run_1/port_nets.png
Drawn at 4 px/um.
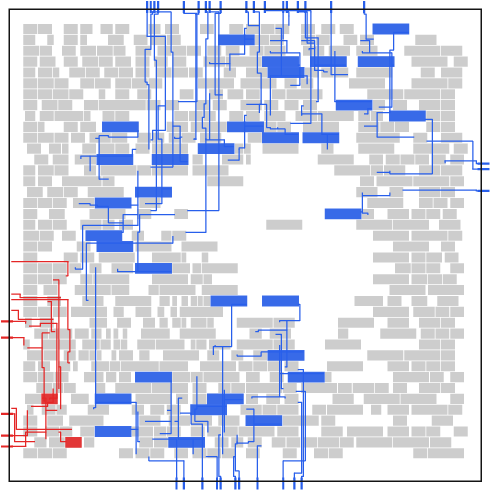
run_1/wire_density.png
Drawn at 3 px/um. The die is cut into 24 by 24 equal tiles; white is low, dark blue is high, scaled to the fullest tile. Values are wire area over tile area, all layers added.
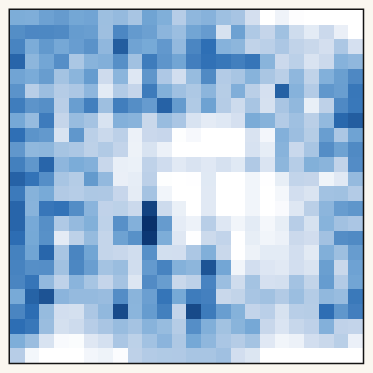
run_1/clock_map.png
Drawn at 4 px/um.
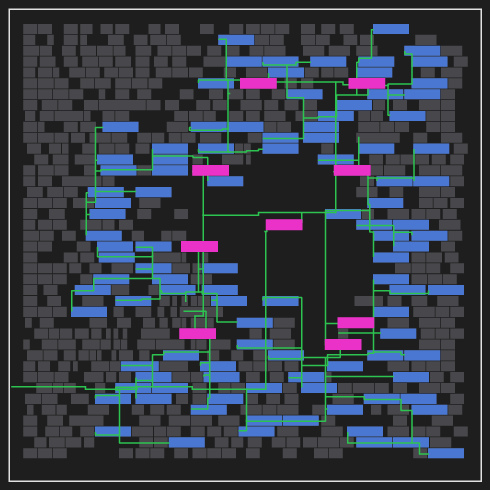
run_1/gate_families.png
Drawn at 3 px/um.
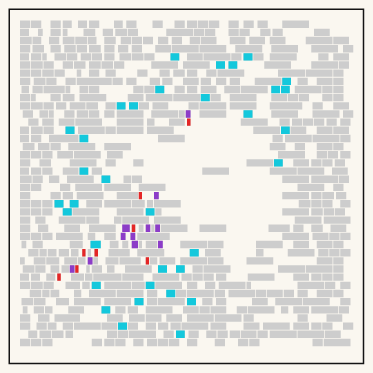
===== config.mk =====
export PLATFORM = sky130hd
export DESIGN_NAME = wb_stage
export DESIGN_NICKNAME = d
export VERILOG_FILES = /design/src/rtl/wb_stage.sv
export SDC_FILE = /design/constraint.sdc
export NUM_CORES = 1
export LEC_CHECK = 0
export CAP_MARGIN = 5
export CORE_MARGIN = 3
export CORE_UTILIZATION = 38
export DETAILED_ROUTE_END_ITERATION = 10
export PLACE_DENSITY = 0.81
export SLEW_MARGIN = 15
export SYNTH_ARGS = -nofsm -noshare
export SYNTH_HDL_FRONTEND = slang
export SYNTH_SLANG_ARGS = --single-unit

===== constraint.sdc =====
create_clock -name clock -period 2.45 [get_ports clock]
set_clock_uncertainty 0.2 [all_clocks]
set_input_delay 0.6125 -clock clock [delete_from_list [all_inputs] [get_ports clock]]
set_output_delay 0.6125 -clock clock [all_outputs]
set_load 0.02 [all_outputs]

===== src/rtl/wb_stage.sv =====
// rtl/wb_stage.sv - writeback stage with exception/iret redirect FSM, drain window and double-fault halt
// Optional same-cycle forwarding outputs are enabled by defining WB_STAGE_BYPASS_EN.
module wb_stage #(
    parameter logic [31:0] EXC_VECTOR   = 32'h0000_2000,
    parameter int          DRAIN_CYCLES = 4
) (
    input  logic        clock,
    input  logic        reset_n,
    input  logic [31:0] result,
    input  logic [31:0] readData,
    input  logic [4:0]  rd,
    input  logic        memToReg,
    input  logic        regWrite,
    input  logic        exception,
    input  logic [31:0] faulty_address,
    input  logic [31:0] pc,
    input  logic        iret,
    output logic        rf_we,
    output logic [4:0]  rf_waddr,
    output logic [31:0] rf_wdata,
    output logic [31:0] rm0,
    output logic [31:0] rm1,
    output logic        supervisor,
    output logic        redirect,
    output logic [31:0] redirect_pc,
    output logic        flush,
    output logic        halted
`ifdef WB_STAGE_BYPASS_EN
    ,
    output logic        byp_valid,
    output logic [4:0]  byp_rd,
    output logic [31:0] byp_data
`endif
);

    typedef enum logic [1:0] {RUN, TRAP, DRAIN, HALT} state_t;

    state_t     state;
    state_t     state_next;
    logic [3:0] count;

    always_ff @(posedge clock or negedge reset_n) begin
        if (!reset_n) begin
            state <= RUN;
        end else begin
            state <= state_next;
        end
    end

    // iret from user mode is a no-op; exception always wins over iret
    always_comb begin
        state_next = state;
        case (state)
            RUN: begin
                if (exception) begin
                    state_next = supervisor ? HALT : TRAP;
                end else if (iret && supervisor) begin
                    state_next = TRAP;
                end
            end
            TRAP:    state_next = DRAIN;
            DRAIN:   state_next = (count == 4'd0) ? RUN : DRAIN;
            HALT:    state_next = HALT;
            default: state_next = RUN;
        endcase
    end

    always_comb begin
        redirect = 1'b0;
        flush    = 1'b0;
        halted   = 1'b0;
        case (state)
            TRAP: begin
                redirect = 1'b1;
                flush    = 1'b1;
            end
            DRAIN: flush = 1'b1;
            HALT: begin
                flush  = 1'b1;
                halted = 1'b1;
            end
            default: ;
        endcase
    end

    always_ff @(posedge clock or negedge reset_n) begin
        if (!reset_n) begin
            count       <= 4'd0;
            rm0         <= 32'd0;
            rm1         <= 32'd0;
            supervisor  <= 1'b1;
            redirect_pc <= 32'd0;
        end else begin
            case (state)
                RUN: begin
                    if (exception) begin
                        if (!supervisor) begin
                            rm0         <= pc;
                            rm1         <= faulty_address;
                            supervisor  <= 1'b1;
                            redirect_pc <= EXC_VECTOR;
                        end
                    end else if (iret && supervisor) begin
                        supervisor  <= 1'b0;
                        redirect_pc <= rm0;
                    end
                end
                TRAP:  count <= 4'(DRAIN_CYCLES - 1);
                DRAIN: if (count != 4'd0) count <= count - 4'd1;
                default: ;
            endcase
        end
    end

    assign rf_wdata = memToReg ? readData : result;
    assign rf_waddr = rd;
    assign rf_we    = (state == RUN) && regWrite && (rd != 5'd0) && !exception && !iret;

`ifdef WB_STAGE_BYPASS_EN
    assign byp_valid = rf_we;
    assign byp_rd    = rf_waddr;
    assign byp_data  = rf_wdata;
`endif

endmodule


==> GITHUB_STEP_SUMMARY, run 1 <==
## Synthesis and layout report

| Metric | Value |
|---|---|
| Uppermost layer routed | `met4` |
| Total global-route track usage | `0.205` |
| WL met3 | `about 960 um` |
| Post-synth tally of flip-flops with integrated enable | `0` |
| Core area | `around 0.012 sq mm` |
| Asr flop ratio synth | `1.00` |
| Most frequent standard cell in the layout excluding fill and tap cells | `clkdlybuf4s50_1` |
| GRT met3 Usage | `0.0654` |
| Average cell area after synthesis | `15.7 sq um` |
| Most frequent cell after synthesis | `dfrtp_1` |
| Cell count of the worst reg-to-reg path | `8` |
| Initial drt markers | `200` |
| Via count of the first global-routing pass | `a little over 4,000` |
| Area overhead of the layout relative to synthesis | `69.7%` |
| Number of maximum-capacitance violations | `0` |
| Max Fanout on Critical Path | `1` |
| Clock transition at path regs | `around 0.070 ns` |
| Post-DP HPWL | `10.9 mm` |
| Power consumed by sequential cells | `between 0.0015 and 0.002 W` |
| Worst setup slack after layout | `a little over 0.01 ns` |
| Switching pwr | `0.000801 W` |
| Number of detailed-route iterations in the first pass | `4` |
| Routed via count | `~3,700` |
| Non-Filler Instances | `between 700 and 800` |
| Number of design rule violations left after detail routing | `0` |
| Number of distinct standard cells referenced by the synthesized netlist | `31` |
| Number of I/O pins | `277` |
| Area of the multi-input gates | `between 0.0015 and 0.002 sq mm` |
| Post-DR vias/cell | `4.81` |
| Root Buffer | `clkbuf_16` |
| Worst setup startpoint | `result[14]` |
| CTS max path bufs | `2` |
| Yosys synthesis chip area | `0.00473 sq mm` |
| Count of fill cells added during filler insertion | `~900` |
| Total number of nets in the final design | `733` |
| Mapped cell area | `around 0.0047 sq mm` |
| Final core occ | `0.663` |
| Smallest hold slack | `between 0.04 and 0.05 ns` |
| Combinational share of power | `0.127` |
| Data arrival time of the worst path | `around 1.6 ns` |
| Share of post-route cells with drive strength above 1 | `0.264` |
| Number of warning messages in the yosys log | `0` |
| Standard cell area after detailed placement | `0.00769 sq mm` |
| Register-to-register setup slack | `~0.35 ns` |
| Most common library cells after synthesis | `102 x dfrtp_1, 60 x mux2_4, 34 x mux2_2, 32 x a22o_1, 10 x buf_2` |
| Post-DR wirelength/cell | `18.8 um` |
| Crit path required time | `roughly 1.6 ns` |
| Port-buffer cells | `between 200 and 300` |
| Launch point of the worst reg-to-reg path | `state[1]` |
| Hold Vio Cnt, Final | `0` |
| Clock tree from TritonCTS | `built` |
| Cell Count Post-Placement | `742` |
| Register area | `between 0.002 and 0.003 sq mm` |
| Worst slew slack as a fraction of its limit | `0.652` |
| Met1 track demand over resource | `0.235` |
| Total routed wirelength | `14.3 mm` |
| Switching fraction of total power | `0.217` |
| Highest clock rate | `just over 0.4 GHz` |
| Reported clock group power | `0.00152 W` |
| Met2 demand-to-capacity share in global routing | `0.374` |
| Pin count of the biggest net entering global routing | `between 50 and 60` |
| Row cnt | `40` |
| Overall die height | `about 120 um` |
| Sum of negative setup slack | `0 ns` |
| Remaining antenna violation count | `0` |
| Floorplan Nets | `448` |
| Overflow left after global routing | `0` |
| Reported combinational group power | `0.000470 W` |
| Busiest grt layer | `met2` |
| Total Power Consumption | `0.00369 W` |
| Cell internal pwr | `between 0.002 and 0.003 W` |
| Critical R2R Capture | `redirect_pc[5]` |
| Nature of the critical path startpoint | `input port` |
| Routed wl met2 | `7.70 mm` |
| Total cells reported by yosys after synthesis | `~300` |
| Share of the clock period used by the worst path after layout | `0.996` |
| Kind of path behind the tightest hold check | `in2async` |
| Flip-flop and latch count after synthesis | `slightly above 100` |
| Number of resized instances in the post-cts repair step | `about 85` |
| Buffer count from post-CTS setup fixing | `0` |
| Routability congestion estimate from global placement | `between 0.7 and 0.8` |
| Top power consumer group | `sequential cells` |
| First-pass GRT wire length | `~23 mm` |
| Peak supply drop | `294 uV` |
| Clk network pwr share | `0.413` |
| Skew-Pair Late Insertion Delay | `~0.34 ns` |
| Worst Max-Slew Pin Slew | `between 0.5 and 0.6 ns` |
| Static Leak | `between 3 and 4 nW` |
| Top cell type by total area after synthesis | `dfrtp_1` |
| Wire length on met1 | `between 5 and 6 mm` |
| Count of warning messages emitted by the tools | `31` |
| Unrepaired setup endpoints after global routing | `no` |
| Top-area cell share | `0.539` |
| Horizontal die dimension | `about 120 um` |
| Number of diodes | `0` |
| Setup Viol. Count Final | `0` |
| Critical path class | `in2out` |
| Critical path capture point type | `output pin` |
| Stage delay of the slowest cell on the critical path | `approximately 0.42 ns` |
| Number of antenna violations at the first check in global routing | `0` |
| Worst setup timing slack at the placement stage | `-0.634 ns` |
| Primary FF master, synth | `dfrtp_1` |
| TritonCTS buffer count | `9` |
| Pwr Density | `around 460 mW/mm^2` |
| Critical-path top delay cell | `clkdlybuf4s50_1` |
| Synth area leaders | `dfrtp_1 54%, mux2_4 19%, mux2_2 8.1%, a22o_1 5.9%, buf_12 3.0%` |
| Outcome | `finished, final reports clean` |
| Die Area | `approximately 0.014 sq mm` |
| Count of clock tree sinks | `between 100 and 150` |
| Commonest cells after routing, fill and taps aside | `231 x clkdlybuf4s50_1, 102 x dfrtp_1, 60 x mux2_4` |
| Seq pwr share | `0.460` |
| Cell-by-cell listing of the critical path | `clkdlybuf4s50_1, mux2_2, dlygate4sd2_1` |
| Depth of the CTS H-tree | `3` |
| Max Transition Viols Final | `0` |
| Hold-fix buffers, CTS | `0` |
| Crit path to | `rf_wdata[14]` |
## Picture notes: port_nets.png
- blue: `rm0` (bits 32; direction output; edge 18 top, 11 bottom, 3 right; end cells 32; wire 1,670 um)
- red: `rd` (bits 5; direction input; edge left; end cells 2; wire 268 um)

## Picture notes: wire_density.png
- emptiest ninth of the die: centre
- fullest tile: 0.45
- nearly empty tiles: 7.8%
- densest ninth of the die: upper left
- mean over tiles: 0.16

## Picture notes: clock_map.png
- green: clock wires (length 1,200 um)
- blue: flip-flops (count 103)
- magenta: cells driving clock nets (count 9)
- routed clock nets: 10

## Picture notes: gate_families.png
- cyan: AND-OR and OR-AND gates (cells 34; most used a22o_1)
- purple: inverting AOI/OAI gates (cells 11; most used o21ai_0)
- red: inverters (cells 8; most used inv_1)

## run 1: worst max-delay path: cells and delay by family
kind	cells	cell delay, ns
muxes	1	0.27
buffers and inverters	2	0.75
## run 1: final cells by class
type,instances,share of cell area
clock inverters,7,0.0120
inverters,8,0.00374
flip-flops and latches,103,0.321
well taps,168,0.0262
multi-input cells,168,0.240
repair buffers,297,0.369
clock buffers,9,0.0280
## run 1: logic make-up after synthesis
kind of cell	Yosys count	synth area share
fa+ha+maj	7	0.0185
compound gates	45	0.0756
flops	103	0.545
mux	97	0.278
buf+inv	31	0.0552
simple gates	19	0.0280
## run 1: flip-flops by register name, indices dropped and copies added (netlist names)
name         flops
redirect_pc     32
state            2
count            4
supervisor       1
rm0             32
rm1             32
run_1/final_congestion.png
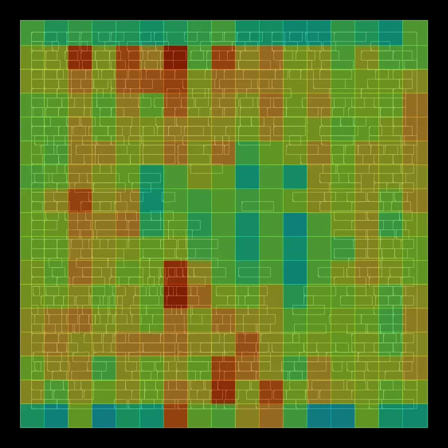

## Run 2: what changed since run 1
--- a/config.mk
+++ b/config.mk
@@ -7,9 +7,10 @@
 export LEC_CHECK = 0
 export CAP_MARGIN = 5
 export CORE_MARGIN = 3
-export CORE_UTILIZATION = 38
+export CORE_UTILIZATION = 32
+export CTS_CLUSTER_DIAMETER = 40
 export DETAILED_ROUTE_END_ITERATION = 10
-export PLACE_DENSITY = 0.81
+export PLACE_DENSITY = 0.7
 export SLEW_MARGIN = 15
 export SYNTH_ARGS = -nofsm -noshare
 export SYNTH_HDL_FRONTEND = slang
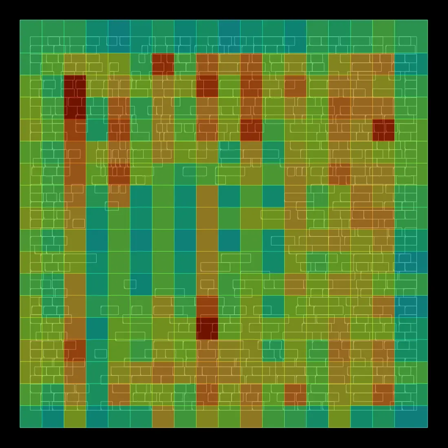
run_2/final_congestion.png
met1 track demand over resource: 0.209
final core occ: 0.572
met2 demand-to-capacity share in global routing: 0.308
busiest grt layer: met2

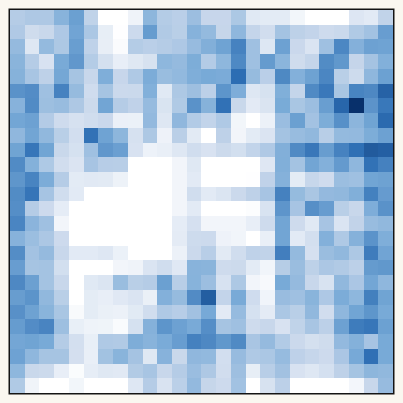
run_2/wire_density.png
Drawn at 3 px/um. The die is cut into 26 by 26 equal tiles; white is low, dark blue is high, scaled to the fullest tile. Values are wire area over tile area, all layers added.
- mean over tiles: 0.15
- emptiest ninth of the die: centre
- tiles over half the peak: 19%
- nearly empty tiles: 11%
- fullest tile: 0.47

==> run 2 against run 1 <==
Worst hold slack got worse by 0.032 ns. Flip-flop count did not move. Clock-buffer cell count is 1 higher. Synthesized cell count is the same. Register-to-register slack worse by 0.03 ns. Critical endpoint is now rf_wdata[2]. First-iteration DRC count decreased by 24%. Sequential power about the same. Cell count up 1.7%. Area after synthesis stayed put. Clock power rose by 4%.
==> GITHUB_STEP_SUMMARY, run 2 <==
## Synthesis and layout report

| Metric | Value |
|---|---|
| Count of plain and timing-repair buffers | `between 200 and 300` |
| Highest clock rate | `~0.41 GHz` |
| Setup Viol. Count Final | `0` |
| Data arrival time of the worst path | `approximately 1.6 ns` |
| Worst setup startpoint | `result[2]` |
| Count of warning messages emitted by the tools | `32` |
| Share of the clock period used by the worst path after layout | `0.989` |
| Buffer count from post-CTS setup fixing | `0` |
| Number of design rule violations left after detail routing | `0` |
| Primary FF master, synth | `dfrtp_1` |
| Number of antenna violations at the first check in global routing | `0` |
| Critical-path top delay cell | `clkdlybuf4s50_1` |
| Total cells reported by yosys after synthesis | `302` |
| Switching pwr | `roughly 0.00082 W` |
| CTS max path bufs | `2` |
| Seq pwr share | `0.454` |
| Top non-seq family | `multiplexers` |
| Pwr Density | `463 mW/mm^2` |
| Outcome | `finished, final reports clean` |
| Static Leak | `approximately 3.6 nW` |
| Number of warning messages in the yosys log | `0` |
| Top Family by Delay on Critical Path | `buffers and inverters` |
| Power consumed by sequential cells | `0.00170 W` |
| Adder-cell area share of the yosys netlist | `0.0185` |
| Synth area leaders | `dfrtp_1 54%, mux2_4 19%, mux2_2 8.1%, a22o_1 5.9%, buf_12 3.0%` |
| Worst Max-Slew Pin Slew | `about 0.45 ns` |
| Xor and xnor fraction of the mapped netlist area | `0` |
| Critical Path Stages | `3` |
| Floorplan Nets | `between 400 and 500` |
| Most frequent standard cell in the layout excluding fill and tap cells | `clkdlybuf4s50_1` |
| Reported clock group power | `about 0.0016 W` |
| Number of distinct standard cells referenced by the synthesized netlist | `31` |
| Clock tree from TritonCTS | `built` |
| Top cell type by total area after synthesis | `dfrtp_1` |
| Yosys synthesis chip area | `between 0.004 and 0.005 sq mm` |
| First-pass GRT wire length | `22.7 mm` |
| Overall die height | `128 um` |
| Critical R2R Capture | `rm1[23]` |
| Aoi/oai-family share of the synthesized area | `0.0756` |
| Nature of the critical path startpoint | `input port` |
| Worst setup slack after layout | `0.0268 ns` |
| Initial drt markers | `~150` |
| Share of post-route cells with drive strength above 1 | `0.278` |
| Smallest hold slack | `0.00952 ns` |
| Standard cell area after detailed placement | `0.00772 sq mm` |
| Area of the multi-input gates | `between 0.0015 and 0.002 sq mm` |
| Count of clock tree sinks | `around 100` |
| Area overhead of the layout relative to synthesis | `71.0%` |
| Clock transition at path regs | `0.07 ns` |
| Hold Vio Cnt, Final | `0` |
| Launch point of the worst reg-to-reg path | `state[0]` |
| Synth Area in Simple Gates | `0.0280` |
| Critical path capture point type | `output pin` |
| Relative area of non-clock buffer cells in the final design | `0.371` |
| Number of detailed-route iterations in the first pass | `4` |
| Combinational share of power | `0.125` |
| Asr flop ratio synth | `1.00` |
| Total number of nets in the final design | `between 700 and 800` |
| Pin count of the biggest net entering global routing | `approximately 50` |
| Dominant kind of cell by area | `buffers` |
| FF+latch count | `a little over 100` |
| Flip-flop and latch count after synthesis | `just over 100` |
| Row cnt | `~43` |
| Most frequent cell after synthesis | `dfrtp_1` |
| Number of maximum-capacitance violations | `0` |
| Worst setup timing slack at the placement stage | `-0.620 ns` |
| Port-buffer cells | `around 280` |
| Worst slew slack as a fraction of its limit | `0.701` |
| Cell internal pwr | `0.00293 W` |
| Horizontal die dimension | `around 130 um` |
| Commonest cells after routing, fill and taps aside | `230 x clkdlybuf4s50_1, 102 x dfrtp_1, 60 x mux2_4` |
| Max Transition Viols Final | `0` |
| Post-DP HPWL | `around 11 mm` |
| Max Fanout on Critical Path | `1` |
| Sum of negative setup slack | `0 ns` |
| Peak supply drop | `around 310 uV` |
| Total routed wirelength | `between 10 and 15 mm` |
| Count of clock-net buffers in the final layout | `10` |
| Total global-route track usage | `0.177` |
| Cell-by-cell listing of the critical path | `clkdlybuf4s50_1, mux2_2, dlygate4sd2_1` |
| Remaining antenna violation count | `0` |
| Tap Count | `approximately 180` |
| Die Area | `around 0.016 sq mm` |
| Register-to-register setup slack | `approximately 0.32 ns` |
| Routed via count | `between 3,000 and 4,000` |
| Post-DR vias/cell | `roughly 4.7` |
| TritonCTS buffer count | `9` |
| Top power consumer group | `sequential cells` |
| Combinational gates | `168` |
| Critical path class | `in2out` |
| Inverter tally of the final layout excluding the clock network | `8` |
| Number of resized instances in the post-cts repair step | `between 80 and 90` |
| Via count of the first global-routing pass | `4,148` |
| Multi-input gate share of the layout cell area | `0.238` |
| Root Buffer | `clkbuf_16` |
| Stage delay of the slowest cell on the critical path | `around 0.42 ns` |
| Non-Filler Instances | `between 700 and 800` |
| Switching fraction of total power | `0.219` |
| Count of fill cells added during filler insertion | `approximately 1,200` |
| Top-area cell share | `0.539` |
| Crit path to | `rf_wdata[2]` |
| Depth of the CTS H-tree | `3` |
| Hold-fix buffers, CTS | `0` |
| Clk network pwr share | `0.421` |
| Reported combinational group power | `between 0.0004 and 0.0005 W` |
| Routability congestion estimate from global placement | `between 0.8 and 0.9` |
## run 2: cell families (layout without fill, tap and decap cells)
| logic type | after synthesis | in the layout |
|---|---|---|
| AOI/OAI and AO/OA | 45 | 45 |
| adders and majority gates | 7 | 7 |
| buffers and inverters | 31 | 322 |
| DFF | 103 | 103 |
| muxes | 97 | 97 |
| and+or+nand+nor | 19 | 19 |
## run 2: worst register-to-register path, cell delays in order, from the launching register on
cell and delay [ns]:
dfrtp_1 0.40, inv_1 0.08, ha_1 0.22, buf_4 0.17, and3b_4 0.31, buf_12 0.26, mux2_2 0.38
## run 2: metal layers
metal	track usage	share of wire	vias up
li1	-	-	1659
met1	0.209	0.39	1774
met5	0	0	-
met4	0.0562	0.017	0
met2	0.308	0.50	207
met3	0.0569	0.096	16
Power is estimated from default activity; no workload was simulated.
